### src/rtl/tt_slot_if.sv
// Slot sequencer bus: per-slot pin data, core words and frame status.
interface tt_slot_if #(
  parameter int SLOTS = 10,
  parameter int IN_W  = 6,
  parameter int OUT_W = 8
);
  logic                   addr_rst;
  logic                   hold;
  logic                   oneshot;
  logic [IN_W-1:0]        pin_in;
  logic [SLOTS*OUT_W-1:0] core_out;
  logic [OUT_W-1:0]       pin_out;
  logic [SLOTS*IN_W-1:0]  core_in;
  logic [SLOTS-1:0]       slot_sel;
  logic                   frame_start;
  logic                   frame_done;
  logic                   busy;

  modport master (
    output addr_rst, hold, oneshot,
    output pin_in, core_out,
    input  pin_out, core_in, slot_sel,
    input  frame_start, frame_done, busy
  );

  modport slave (
    input  addr_rst, hold, oneshot,
    input  pin_in, core_out,
    output pin_out, core_in, slot_sel,
    output frame_start, frame_done, busy
  );
endinterface

### src/rtl/tt_slot_sequencer.sv
// Time-multiplexed pin sequencer: stages one input word per slot and
// commits a whole frame to the core at once.
module tt_slot_sequencer #(
  parameter int SLOTS = 10,
  parameter int IN_W  = 6,
  parameter int OUT_W = 8
) (
  input  logic     clk,
  input  logic     reset_n,
  tt_slot_if.slave bus
);

  typedef enum logic {
    IDLE = 1'b0,
    RUN  = 1'b1
  } state_t;

  state_t                state_q;
  logic [SLOTS-1:0]      slot_q;
  logic [SLOTS*IN_W-1:0] stage_q;
  logic [SLOTS*IN_W-1:0] stage_nxt;
  logic [SLOTS*IN_W-1:0] core_q;
  logic [OUT_W-1:0]      pin_mux;
  logic                  done_q;
  logic                  advance;
  logic                  last;

  assign advance = (state_q == RUN)
                 && !bus.hold
                 && !bus.addr_rst;
  assign last    = slot_q[SLOTS-1];

  // stage_nxt includes this cycle's capture so the commit sees it
  always_comb begin
    stage_nxt = stage_q;
    pin_mux   = '0;
    for (int i = 0; i < SLOTS; i++) begin
      if (slot_q[i]) begin
        stage_nxt[i*IN_W +: IN_W] = bus.pin_in;
        pin_mux = bus.core_out[i*OUT_W +: OUT_W];
      end
    end
  end

  always_ff @(posedge clk or negedge reset_n) begin
    if (!reset_n) begin
      state_q <= RUN;
      slot_q  <= SLOTS'(1);
      stage_q <= '0;
      core_q  <= '0;
      done_q  <= 1'b0;
    end else begin
      done_q <= 1'b0;
      unique case (1'b1)
        bus.addr_rst: begin
          state_q <= RUN;
          slot_q  <= SLOTS'(1);
          stage_q <= '0;
        end
        advance: begin
          stage_q <= stage_nxt;
          slot_q  <= {slot_q[SLOTS-2:0], slot_q[SLOTS-1]};
          if (last) begin
            core_q <= stage_nxt;
            done_q <= 1'b1;
            if (bus.oneshot) state_q <= IDLE;
          end
        end
        default: ;
      endcase
    end
  end

  assign bus.pin_out     = pin_mux;
  assign bus.core_in     = core_q;
  assign bus.slot_sel    = slot_q;
  assign bus.busy        = (state_q == RUN);
  assign bus.frame_start = slot_q[0] && (state_q == RUN);
  assign bus.frame_done  = done_q;

endmodule

### src/flat_wrapper.sv
// flat-port wrapper written by rule: the top's interface ports become plain ports
module tt_slot_sequencer_flat 
#(
  parameter int SLOTS = 10,
  parameter int IN_W  = 6,
  parameter int OUT_W = 8
)
  (clk, reset_n, bus_addr_rst, bus_hold, bus_oneshot, bus_pin_in, bus_core_out, bus_pin_out, bus_core_in, bus_slot_sel, bus_frame_start, bus_frame_done, bus_busy);
  tt_slot_if #(.SLOTS(SLOTS), .IN_W(IN_W), .OUT_W(OUT_W)) bus_i ();
  input  logic clk;
  input  logic reset_n;
  input wire logic [$bits(bus_i.addr_rst)-1:0] bus_addr_rst;
  input wire logic [$bits(bus_i.hold)-1:0] bus_hold;
  input wire logic [$bits(bus_i.oneshot)-1:0] bus_oneshot;
  input wire logic [$bits(bus_i.pin_in)-1:0] bus_pin_in;
  input wire logic [$bits(bus_i.core_out)-1:0] bus_core_out;
  output wire logic [$bits(bus_i.pin_out)-1:0] bus_pin_out;
  output wire logic [$bits(bus_i.core_in)-1:0] bus_core_in;
  output wire logic [$bits(bus_i.slot_sel)-1:0] bus_slot_sel;
  output wire logic [$bits(bus_i.frame_start)-1:0] bus_frame_start;
  output wire logic [$bits(bus_i.frame_done)-1:0] bus_frame_done;
  output wire logic [$bits(bus_i.busy)-1:0] bus_busy;
  assign bus_i.addr_rst = bus_addr_rst;
  assign bus_i.hold = bus_hold;
  assign bus_i.oneshot = bus_oneshot;
  assign bus_i.pin_in = bus_pin_in;
  assign bus_i.core_out = bus_core_out;
  assign bus_pin_out = bus_i.pin_out;
  assign bus_core_in = bus_i.core_in;
  assign bus_slot_sel = bus_i.slot_sel;
  assign bus_frame_start = bus_i.frame_start;
  assign bus_frame_done = bus_i.frame_done;
  assign bus_busy = bus_i.busy;
  tt_slot_sequencer #(.SLOTS(SLOTS), .IN_W(IN_W), .OUT_W(OUT_W)) u_core (.clk(clk), .reset_n(reset_n), .bus(bus_i));
endmodule
### config.mk
export PLATFORM = sky130hd
export DESIGN_NAME = tt_slot_sequencer_flat
export DESIGN_NICKNAME = d
export VERILOG_FILES = /design/src/rtl/tt_slot_if.sv /design/src/rtl/tt_slot_sequencer.sv /design/src/flat_wrapper.sv
export SDC_FILE = /design/constraint.sdc
export NUM_CORES = 1
export LEC_CHECK = 0
export CAP_MARGIN = 20
export CORE_MARGIN = 5
export CORE_UTILIZATION = 48
export CTS_BUF_LIST = sky130_fd_sc_hd__clkbuf_16
export DETAILED_ROUTE_END_ITERATION = 8
export PLACE_DENSITY_LB_ADDON = 0.05
export REMOVE_ABC_BUFFERS = 1
export SETUP_SLACK_MARGIN = 0.15
export SLEW_MARGIN = 15
export SYNTH_ARGS = -nofsm -noshare
export SYNTH_HDL_FRONTEND = slang
export SYNTH_SLANG_ARGS = --single-unit
### constraint.sdc
create_clock -name clk -period 2.3 [get_ports clk]
set_input_delay 0.345 -clock clk [delete_from_list [all_inputs] [get_ports clk]]
set_output_delay 0.345 -clock clk [all_outputs]
set_load 0.02 [all_outputs]
Fig. 1: run 1, placement by cell class
Drawn at 2 px/um.
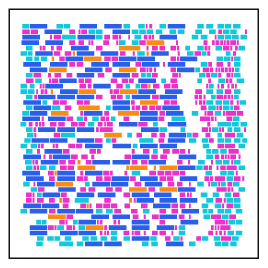
[magenta] all other logic | cells: 392
[blue] flip-flops | cells: 126
[cyan] other buffers and delay cells | cells: 217
[orange] clock drivers and dummy loads | cells: 32
core area: 12,700 sq um
row cnt: 41
Post-Route Utilization: 70.5%
flop share of the area: 35.3%

Fig. 2: run 1, nets reached from selected ports
Drawn at 4 px/um.
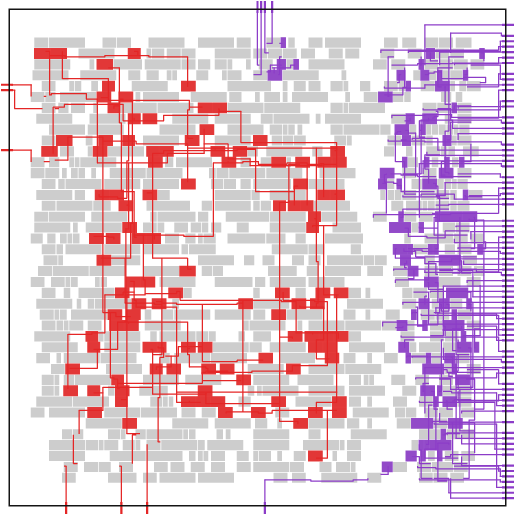
[purple] bus_core_out | bits: 80 | direction: input | edge: 75 east, 4 north, 1 south | end cells: 80 | wire: 2,500 um
[red] bus_pin_in | bits: 6 | direction: input | edge: 3 south, 3 west | end cells: 109 | wire: 1,850 um
I/O pins: 172
count of port buffers added during placement: 171

Fig. 3: run 1, register map, names as in the netlist
Drawn at 2 px/um. Other sequential cells in the stronger gray, the rest of the logic in the fainter gray.
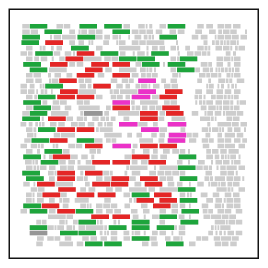
[magenta] u_core.bus.slot_sel | sequential cells: 10 | where: center
[green] u_core.bus.core_in | sequential cells: 60 | where: widely spread
[red] u_core.stage_q | sequential cells: 54
Reg area: 3160 sq um
Seq group: 2.25 mW

==> reports/qor.csv, run 1 <==
metric;value;unit
Worst Tran Pin Value;0.511;ns
Switching Fraction;22.5;%
Design Area, Final;8940;sq um
slowest cell on the critical path;dfstp_2;
Final #Nets;845;
Initial Utilization;49.0;%
Top Metal Used;met4;
vias in the first global route;5293;
post-synth tally of flip-flops with integrated enable;0;
DP Cell Count;904;
Signal inverters;25;
ys flop type;dfrtp_1;
sequential power share;41.3;%
internal power;4.22;mW
Top cell area share;50.0;%
H-tree levels;4;
TritonCTS Sinks;126;
wire length on met2;8590;um
CTS tree;yes;
Critical Path Source Type;flip-flop;
Yosys chip area;6210;sq um
Final period util;101;%
fmax;430;MHz
Hold Fails Final Rpt;0;
DR WL/cell;19.2;um
nonclk buf count;217;
GR peak layer;met2;
Main logic family;AND-OR/OR-AND gates;
Worst path depth;7;
violated checks;setup timing;
top post-synthesis cells by area;dfrtp_1 (50%), mux2i_1 (8.7%), a21oi_2 (4.9%);
Cells after Synth;581;
crit path to;bus_pin_out[7];
DR pass1 iterations;5;
met3 usage;7.31;%
Design Power;5.45;mW
Gate Area;2760;sq um
Comb group;0.649;mW
total negative setup slack;-0.0370;ns
CP peak stage delay;0.37;ns
CTS root buffer;clkbuf_16;
clock network fraction of total power;46.8;%
r2r endpoint;u_core.stage_q[39];
synthesized area;6210;sq um
via count;5169;
OpenROAD warning count;27;
status;finished, violations left;
dpl cell area;8230;sq um
crit path DAT;1.98;ns
ys async rst share;100;%
total DRC errors in the routed layout;0;
Yosys top cell by area;dfrtp_1;
clk slew on worst S/H paths;0.05;ns
gr usage total;23.8;%
share of cells above drive strength 1;18.8;%
Post-DRT Antenna Nets;0;
# fillers;957;
cts bufs inserted;17;
Final Max Slew Viols;0;
#FFs+latches synth;126;
reg-to-reg slack, setup;0.49;ns
clk pwr;2.55;mW
Final Worst Setup Slack;-0.0257;ns
die area;15300;sq um
kind of critical path;reg2out;
sum of buffers and inverters on the critical path;3;
Final Setup Violations;2;
metal3 WL;1430;um
DRT iter0 DRCs;245;
CP required;1.96;ns
Multi-input comb cells;367;
chip width;124;um
total power divided by cell area;610;nW/um^2
Fig. 4: run 1, clock network drawn from the DEF
Drawn at 2 px/um.
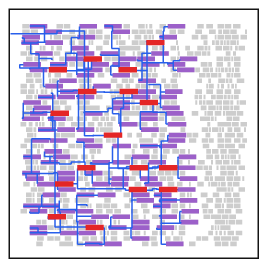

==> run 2, diff against run 1 <==
--- a/config.mk
+++ b/config.mk
@@ -7,8 +7,9 @@
 export LEC_CHECK = 0
 export CAP_MARGIN = 20
 export CORE_MARGIN = 5
-export CORE_UTILIZATION = 48
+export CORE_UTILIZATION = 52
 export CTS_BUF_LIST = sky130_fd_sc_hd__clkbuf_16
+export CTS_CLUSTER_DIAMETER = 60
 export DETAILED_ROUTE_END_ITERATION = 8
 export PLACE_DENSITY_LB_ADDON = 0.05
 export REMOVE_ABC_BUFFERS = 1
==> constraint.sdc (replaced) <==
create_clock -name clk -period 2.9 [get_ports clk]
set_input_delay 0.435 -clock clk [delete_from_list [all_inputs] [get_ports clk]]
set_output_delay 0.435 -clock clk [all_outputs]
set_load 0.02 [all_outputs]
Fig. 5: run 2, clock network drawn from the DEF
Drawn at 2 px/um.
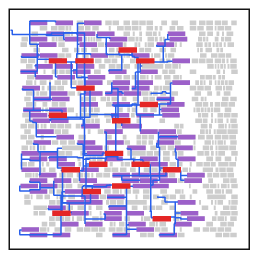
[purple] flip-flops | count: 126
[red] cells driving clock nets | count: 17
[blue] clock wires | length: 1,510 um
routed clock nets: 18
clock network fraction of total power: 48.0%
clk pwr: 2.08 mW
Latency at later pin: 0.41 ns

==> run 2 against run 1 <==
  * Global-route usage rose by 1.9 points
  * Clock skew is 0.00050 ns lower
  * Combinational power is 28% lower
  * Utilization increased by 2.3 points
  * Critical path type unchanged
  * The run now ends clean
==> reports/qor.csv, run 2 <==
metric;value;unit;change
Synth Area in XOR/XNOR;0;%;
cts bufs inserted;17;;unchanged
CTS tree;yes;;
ys flop type;dfrtp_1;;
crit path DAT;2.21;ns;+0.23 ns
DPL Wire Length;12200;um;
CP Launch Point;u_core.bus.slot_sel[3];;
Signal inverters;25;;unchanged
vias in the first global route;5367;;+1.4%
DRT iter0 DRCs;345;;+41%
Largest register FFs;60;;
Final #Nets;823;;-2.6%
gr usage total;25.7;%;+1.9 points
synthesized area;6210;sq um;unchanged
non-filler cells, final;892;;
Design Power;4.33;mW;-21%
share of cells above drive strength 1;14.5;%;-4.3 points
status;complete, no violations;;
Yosys top cell by area;dfrtp_1;;
Final Max Slew Viols;0;;unchanged
wire length on met2;8390;um;-2.3%
clk slew on worst S/H paths;0.06;ns;about the same
r2r endpoint;u_core.stage_q[11];;
total DRC errors in the routed layout;0;;unchanged
post-synth tally of flip-flops with integrated enable;0;;unchanged
Worst path depth;6;;-1
DR WL/cell;20.1;um;+4.3%
Critical Path Source Type;flip-flop;;
initial antenna violation count;0;;
slowest cell on the critical path;or2_2;;
Worst Tran Pin Value;0.982;ns;+0.471 ns
top post-synthesis cells by area;dfrtp_1 (50%), mux2i_1 (8.7%), a21oi_2 (4.9%);;
# fillers;838;;-12%
I/O pins;172;;unchanged
nonclk buf count;195;;-10%
Leak;3.67;nW;
H-tree levels;4;;unchanged
kind of critical path;reg2out;;
Die Y;119;um;
chip width;119;um;-3.6%
Comb group;0.466;mW;-28%
fmax;378;MHz;
CTS root buffer;clkbuf_16;;
CP required;2.47;ns;+0.51 ns
Design Area, Final;8630;sq um;-3.4%
GR peak layer;met2;;
count of port buffers added during placement;171;;unchanged
Max Cap Viol;0;;
crit path to;bus_pin_out[5];;
row cnt;40;;-2.4%
logic share of the area;31.4;%;
flop share of the area;36.6;%;+1.3 points
met3 usage;6.79;%;-0.52 points
dpl cell area;8000;sq um;-2.7%
Hold Fails Final Rpt;0;;unchanged
reg-to-reg slack, setup;0.94;ns;+0.45 ns
total power divided by cell area;502;nW/um^2;-18%
CP peak stage delay;0.39;ns;+0.02 ns
via count;5191;;+0.43%
core area;11900;sq um;-6.4%
sequential power share;41.3;%;about the same
Seq group;1.79;mW;-20%
Post-Route Utilization;72.8;%;+2.3 points
Reg area;3160;sq um;about the same
TritonCTS Sinks;126;;unchanged
metal3 WL;1310;um;-8.3%
Worst Hold Class;in2async;;
Post-DRT Antenna Nets;0;;unchanged
Final Setup Violations;0;;-2
total negative setup slack;0;ns;+0.0370 ns
Yosys chip area;6210;sq um;unchanged
Gate Area;2710;sq um;-1.6%
DP Cell Count;860;;-4.9%
Final period util;91.2;%;
#FFs+latches synth;126;;unchanged
Top Metal Used;met4;;
Final Worst Setup Slack;0.255;ns;+0.281 ns
Initial Utilization;52.4;%;+3.3 points
internal power;3.32;mW;-21%
Power and IR drop assume default switching activity.
